===== config.mk =====
export PLATFORM = sky130hd
export DESIGN_NAME = uart_tx_fifo_flat
export DESIGN_NICKNAME = d
export VERILOG_FILES = /design/src/rtl/uart_tx_fifo_if.sv /design/src/rtl/uart_tx_fifo.sv /design/src/flat_wrapper.sv
export SDC_FILE = /design/constraint.sdc
export NUM_CORES = 1
export LEC_CHECK = 0
export CAP_MARGIN = 5
export CORE_MARGIN = 5
export CORE_UTILIZATION = 50
export CTS_BUF_LIST = sky130_fd_sc_hd__clkbuf_16
export DETAILED_ROUTE_END_ITERATION = 16
export PLACE_DENSITY = 0.75
export SLEW_MARGIN = 30
export SYNTH_ARGS = -nofsm -noshare
export SYNTH_HDL_FRONTEND = slang
export SYNTH_SLANG_ARGS = --single-unit

===== constraint.sdc =====
create_clock -name clk -period 2.9 [get_ports clk]
set_input_delay 0.58 -clock clk [delete_from_list [all_inputs] [get_ports clk]]
set_output_delay 0.58 -clock clk [all_outputs]
set_load 0.005 [all_outputs]

===== src/rtl/uart_tx_fifo_if.sv =====
// Ready/valid byte-stream interface. TX is the master side (drives valid/data),
// RX is the slave side (drives ready).
interface rv_if #(
  parameter int WIDTH = 8
);
  logic             valid;
  logic             ready;
  logic [WIDTH-1:0] data;

  modport TX (output valid, output data, input ready);
  modport RX (input valid, input data, output ready);
endinterface


===== src/rtl/uart_tx_fifo.sv =====
// Byte FIFO between the MMIO store path and the UART transmitter's send_req port.
// Show-ahead read, wrap-bit pointers, sticky overflow flag and synchronous flush.
module uart_tx_fifo #(
  parameter int DEPTH           = 16,
  parameter int ALMOST_FULL_LVL = 12
) (
  input  logic                     clk,
  input  logic                     rst_n,
  rv_if.RX                         enq,
  rv_if.TX                         deq,
  input  logic                     flush,
  output logic [$clog2(DEPTH):0]   count,
  output logic                     empty,
  output logic                     full,
  output logic                     almost_full,
  output logic                     ovf
);

  localparam int AW = $clog2(DEPTH);

  logic [7:0]  mem [DEPTH];
  logic [AW:0] wr_ptr;
  logic [AW:0] rd_ptr;
  logic        push;
  logic        pop;

  assign empty       = (wr_ptr == rd_ptr);
  assign full        = (wr_ptr[AW-1:0] == rd_ptr[AW-1:0]) && (wr_ptr[AW] != rd_ptr[AW]);
  assign count       = wr_ptr - rd_ptr;
  assign almost_full = int'(count) >= ALMOST_FULL_LVL;

  assign enq.ready = !full;
  assign deq.valid = !empty;
  assign deq.data  = mem[rd_ptr[AW-1:0]];

  assign push = enq.valid && enq.ready;
  assign pop  = deq.valid && deq.ready;

  // Flush wins over both handshakes: the write pointer snaps back to the read pointer.
  always_ff @(posedge clk or negedge rst_n) begin
    if (!rst_n) begin
      wr_ptr <= '0;
      rd_ptr <= '0;
      ovf    <= 1'b0;
    end else if (flush) begin
      wr_ptr <= rd_ptr;
      ovf    <= 1'b0;
    end else begin
      if (push) begin
        wr_ptr <= wr_ptr + 1'b1;
      end
      if (pop) begin
        rd_ptr <= rd_ptr + 1'b1;
      end
      if (enq.valid && full) begin
        ovf <= 1'b1;
      end
    end
  end

  always_ff @(posedge clk) begin
    if (push && !flush) begin
      mem[wr_ptr[AW-1:0]] <= enq.data;
    end
  end

endmodule


===== src/flat_wrapper.sv =====
// flat-port wrapper written by rule: the top's interface ports become plain ports
module uart_tx_fifo_flat 
#(
  parameter int DEPTH           = 16,
  parameter int ALMOST_FULL_LVL = 12
)
  (clk, rst_n, flush, count, empty, full, almost_full, ovf, enq_valid, enq_data, enq_ready, deq_valid, deq_data, deq_ready);
  rv_if #(.WIDTH(8)) enq_i ();
  rv_if #(.WIDTH(8)) deq_i ();
  input  logic clk;
  input  logic rst_n;
  input  logic flush;
  output logic [$clog2(DEPTH):0] count;
  output logic empty;
  output logic full;
  output logic almost_full;
  output logic ovf;
  input wire logic [$bits(enq_i.valid)-1:0] enq_valid;
  input wire logic [$bits(enq_i.data)-1:0] enq_data;
  output wire logic [$bits(enq_i.ready)-1:0] enq_ready;
  output wire logic [$bits(deq_i.valid)-1:0] deq_valid;
  output wire logic [$bits(deq_i.data)-1:0] deq_data;
  input wire logic [$bits(deq_i.ready)-1:0] deq_ready;
  assign enq_i.valid = enq_valid;
  assign enq_i.data = enq_data;
  assign enq_ready = enq_i.ready;
  assign deq_valid = deq_i.valid;
  assign deq_data = deq_i.data;
  assign deq_i.ready = deq_ready;
  uart_tx_fifo #(.DEPTH(DEPTH), .ALMOST_FULL_LVL(ALMOST_FULL_LVL)) u_core (.clk(clk), .rst_n(rst_n), .enq(enq_i), .deq(deq_i), .flush(flush), .count(count), .empty(empty), .full(full), .almost_full(almost_full), .ovf(ovf));
endmodule

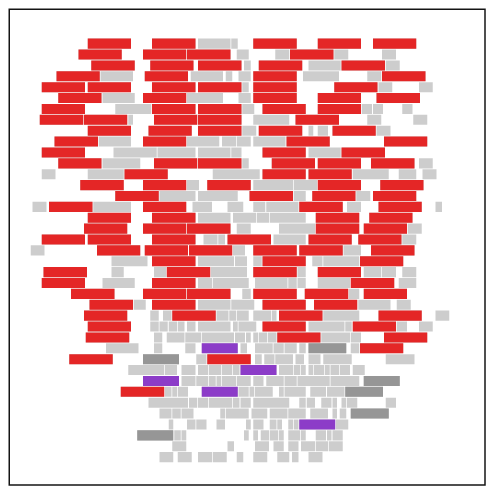
(sequential cells colored by netlist name)
Drawn at 4 px/um. Other sequential cells in the stronger gray, the rest of the logic in the fainter gray.
Key: `u_core.mem` = red [flops 128]; `u_core.wr_ptr` = purple [flops 5, where bottom center]
Flop area: 4120 sq um
Seq. pwr: 2.47 mW
Seq area share: 57.1%
Final Util: 62.9%

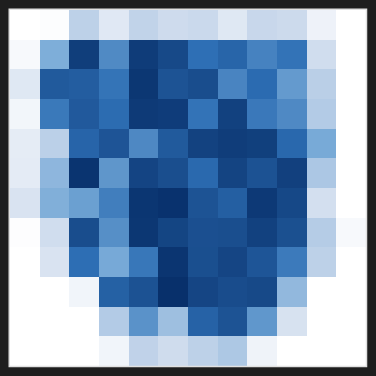
(cell area per tile)
Drawn at 3 px/um. The die is cut into 12 by 12 equal tiles; white is low, dark blue is high, 0 to 100% covered.
19% of the tiles are nearly empty. The emptiest ninth of the die: lower left. The mean over all tiles is 50%.

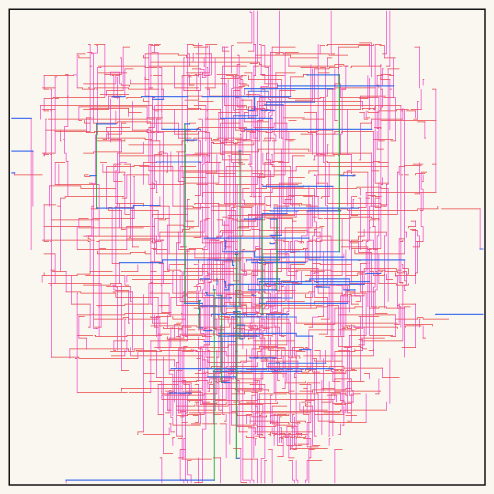
(metal layers overlaid)
Drawn at 4 px/um.
Key: metal 4 = green [wire length 324 um]; metal 2 = magenta [wire length 6630 um]; metal 3 = blue [wire length 854 um]; metal 1 = red [wire length 4940 um]
WL per Instance: 23.5 um
Total Wirelength: 12700 um

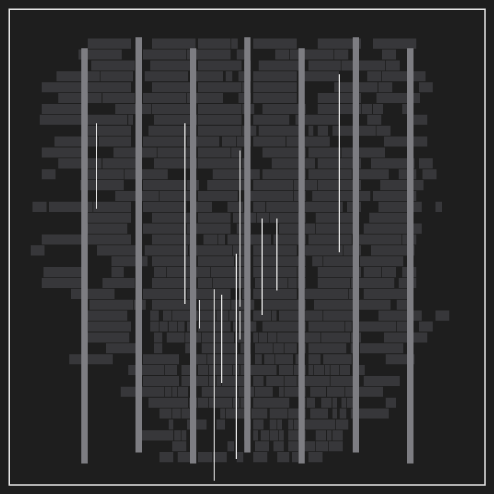
(signal wires on met4)
Drawn at 4 px/um. Supply wires on this layer in gray. Cells faint in the background.
The longest straight run is 51.0 um. 9 nets have wire on it. The wires run mostly vertical. The layer carries 324 um of wire. The layer holds 2.6% of the routed length.

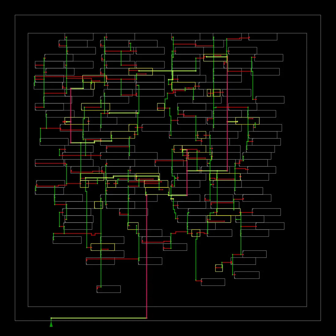
(clock nets)
clock sinks: 139
sequential cell count: 139
clk_lat worst skew: 0.42 ns
cts bufs inserted: 17
Clock Skews: 0.00919 ns

==> power by group through the flow <==
| stage | logic [mW] | registers [mW] | clock network (mW) |
|---|---|---|---|
| after floorplan | 1.55 | 2.47 | 0 |
| after global placement | 2.47 | 2.50 | 0 |
| after detailed placement | 2.54 | 2.51 | 0 |
| after CTS | 2.89 | 2.46 | 2.06 |
| after global routing | 3.21 | 2.48 | 2.17 |
| final | 3.04 | 2.47 | 2.05 |
==> worst max-delay path: stages, from the launching register on <==
cell,delay [ns]
dfrtp_2,0.46
buf_12,0.14
buf_16,0.14
buf_6,0.12
mux4_2,0.52
a32oi_2,0.24
o21ai_2,0.10
buf_2,0.14
==> state kept, by name (all words and copies together) (netlist names) <==
register	cells
u_core.wr_ptr	5
u_core.rd_ptr	5
u_core.mem	128
u_core.ovf	1
==> logic make-up after synthesis <==
logic type	share of synthesized area, %
and+or+nand+nor	4.80
adders and majority gates	2.25
DFF	69.9
buffers and inverters	2.29
AOI/OAI and AO/OA	5.20
xor gates and xnor gates	1.66
muxes	13.9
==> final cells by class <==
cell class	count	area, sq um	share of cell area (%)
Multi-Input combinational cell	159	1710	23.7
Clock buffer	17	425	5.89
Inverter	12	45.0	0.624
Sequential cell	139	4120	57.1
Clock inverter	15	140	1.94
Timing Repair Buffer	58	593	8.22
Tap cell	143	179	2.48
==> worst max-delay path by stage <==
stage                                       from           to  slack, ns  depth (start not counted)
floorplan           u_core.rd_ptr[1]$_DFFE_PN0P_  almost_full       0.37                          8
global placement    u_core.rd_ptr[0]$_DFFE_PN0P_  almost_full       0.17                          7
detailed placement  u_core.rd_ptr[0]$_DFFE_PN0P_  almost_full       0.13                          7
CTS                 u_core.rd_ptr[2]$_DFFE_PN0P_  almost_full     -0.002                          7
global route        u_core.rd_ptr[2]$_DFFE_PN0P_        empty      -0.02                          6
finish              u_core.rd_ptr[0]$_DFFE_PN0P_  deq_data[1]       0.04                          7
==> stage by stage <==
stage	cell area, sq um	utilization, %	power [mW]	hold WS (ns)
floorplan	5890	-	4.02	0.284
global placement	6390	55.7	4.97	0.478
detailed placement	6390	55.7	5.05	0.495
CTS	7180	62.6	7.42	0.508
global route	7220	62.9	7.87	0.547
finish	7220	62.9	7.56	0.494
==> placed cells by master (no fill, tap or decap), types with 2 or more instances in the layout <==
cell,synthesis,final
buf_12,1,4
nor3_1,2,2
edfxtp_1,128,128
dlygate4sd2_1,0,2
a32oi_1,8,5
nor3b_2,2,4
nand3_1,2,2
mux4_1,8,3
nor2b_1,3,3
nand4_1,2,2
dfrtp_1,11,8
clkinv_4,0,2
inv_6,0,5
nor2_1,6,5
clkbuf_2,0,7
o21ai_2,1,4
nand2_1,9,9
clkdlybuf4s50_1,0,21
o21ai_1,9,8
clkbuf_16,0,17
a22oi_1,8,4
a32oi_2,0,3
buf_16,0,2
clkinvlp_4,0,4
buf_6,1,2
o21ai_0,6,4
and2_1,17,17
mux2i_1,25,24
dfrtp_2,0,3
ha_1,9,7
buf_4,1,18
o211ai_1,2,2
a22oi_2,0,4
inv_1,11,12
mux4_2,16,21
xnor2_1,4,4
xor2_1,4,4
==> results.txt <==
worst slew pin tran -> 0.594 ns
placed cells -> 493
Unique cell types -> 45
Chip Area, Yosys -> 5890 sq um
cycle use final -> 98.6%
post-route ant nets -> 0
Post-synth area hogs -> edfxtp_1, mux4_2, dfrtp_1, mux2i_1, mux4_1
Place WS -> 0.127 ns
crit path launch type -> flop
critical path arrival -> 2.28 ns
vias in the first global route -> 3298
yosys cell count -> 322
share of cells above drive strength 1 -> 28.5%
Final Hold Fails -> 0
Hold Startpoint -> u_core.ovf$_DFFE_PN0P_
drc violations -> 0
critical path fanouts, max -> 10
post-route insts no fill -> 543
Post-synth top cells -> edfxtp_1, mux2i_1, and2_1
antenna violations before repair -> 0
P_int -> 5.09 mW
VDD IR-drop max -> 506 uV
number of I/O port buffers -> 31
Synthesized registers -> 139
io pins -> 32
Reg2Reg Depth -> 7
Async SR Flop Fraction -> 7.91%
met3 usage -> 4.39%
leak pwr -> 2.51 nW
normalized max-slew margin -> 60.3%
Hold-fix buffers, CTS -> 0
htree depth -> 4
Initial DRT Pass Iterations -> 4
FF-to-FF setup slack -> 0.44 ns
antenna cells -> 0
Max-area cell share -> 65.2%
# resized after CTS -> 38
Tot GR Track Use -> 18.3%
Sw Ratio -> 32.7%
synthesized cell area -> 5890 sq um
prevailing post-synth register cell -> edfxtp_1
P&R area growth vs syn -> 22.4%
Detailed Place HPWL -> 7480 um
outcome -> complete, no violations
setup slack after layout -> 0.0407 ns
setup TNS -> 0 ns
core area -> 11500 sq um
final net count -> 410
Mapped Cells -> 322
grt peak-use layer -> met2
Final Setup Violations -> 0
vias per inst -> 6.03
Top Metal Used -> met4
GR Layer Usage met1 -> 23.4%
most numerous cell in the Yosys netlist -> edfxtp_1
Worst setup EP type -> output pin
Reg2Reg Capture Point -> u_core.mem[10][0]$_DFFE_PP_
EDFF count, synth -> 128
Hold Path Stages -> 2
Die Footprint -> 14100 sq um
clock network power share -> 27.1%
post-CTS setup buffers -> 11
Crit path required time -> 2.32 ns
Comb pwr share -> 40.2%
cell type with the largest total area -> edfxtp_1
worst setup path category -> flop to output pin
switching power -> 2.47 mW
fill cell count -> 738
chip width -> 119 um
sequential-to-total area share from yosys stat -> 69.9%
Vias -> 3275
CTS tree -> built
largest net degree at the start of global routing -> 22
crit path time final -> 2.86 ns
Die Span Y -> 119 um
violation tally from detailed-route iteration zero -> 257
grt met2 use -> 30.2%
Synth Warn # -> 0
WL met2 -> 6630 um
Max Slew Vio Count -> 0
Max Freq -> 350 MHz
HP Class -> flop to flop
syn_area_per_cell -> 18.3 sq um
first-pass GRT wire length -> 19200 um
gp weighted congestion -> 0.842
M1 WL -> 4940 um
Synthesized Nets -> 345
Root Driver -> clkbuf_16
Pre-Place Util -> 51.4%
Max clock buf depth -> 2
Critical R2R Launch -> u_core.rd_ptr[2]$_DFFE_PN0P_
part of the power in registers -> 32.6%
OpenROAD warning count -> 30
hold endpoint -> u_core.ovf$_DFFE_PN0P_
GR Overflow Total -> 0
Site Rows -> 39
max-cap violations -> 0
routed wl met3 -> 854 um
Reg clk slew, reported paths -> 0.06 ns
pwr/cell area -> 1050 nW/um^2
Power figures rest on the tool's default switching activity, not on a simulated workload.
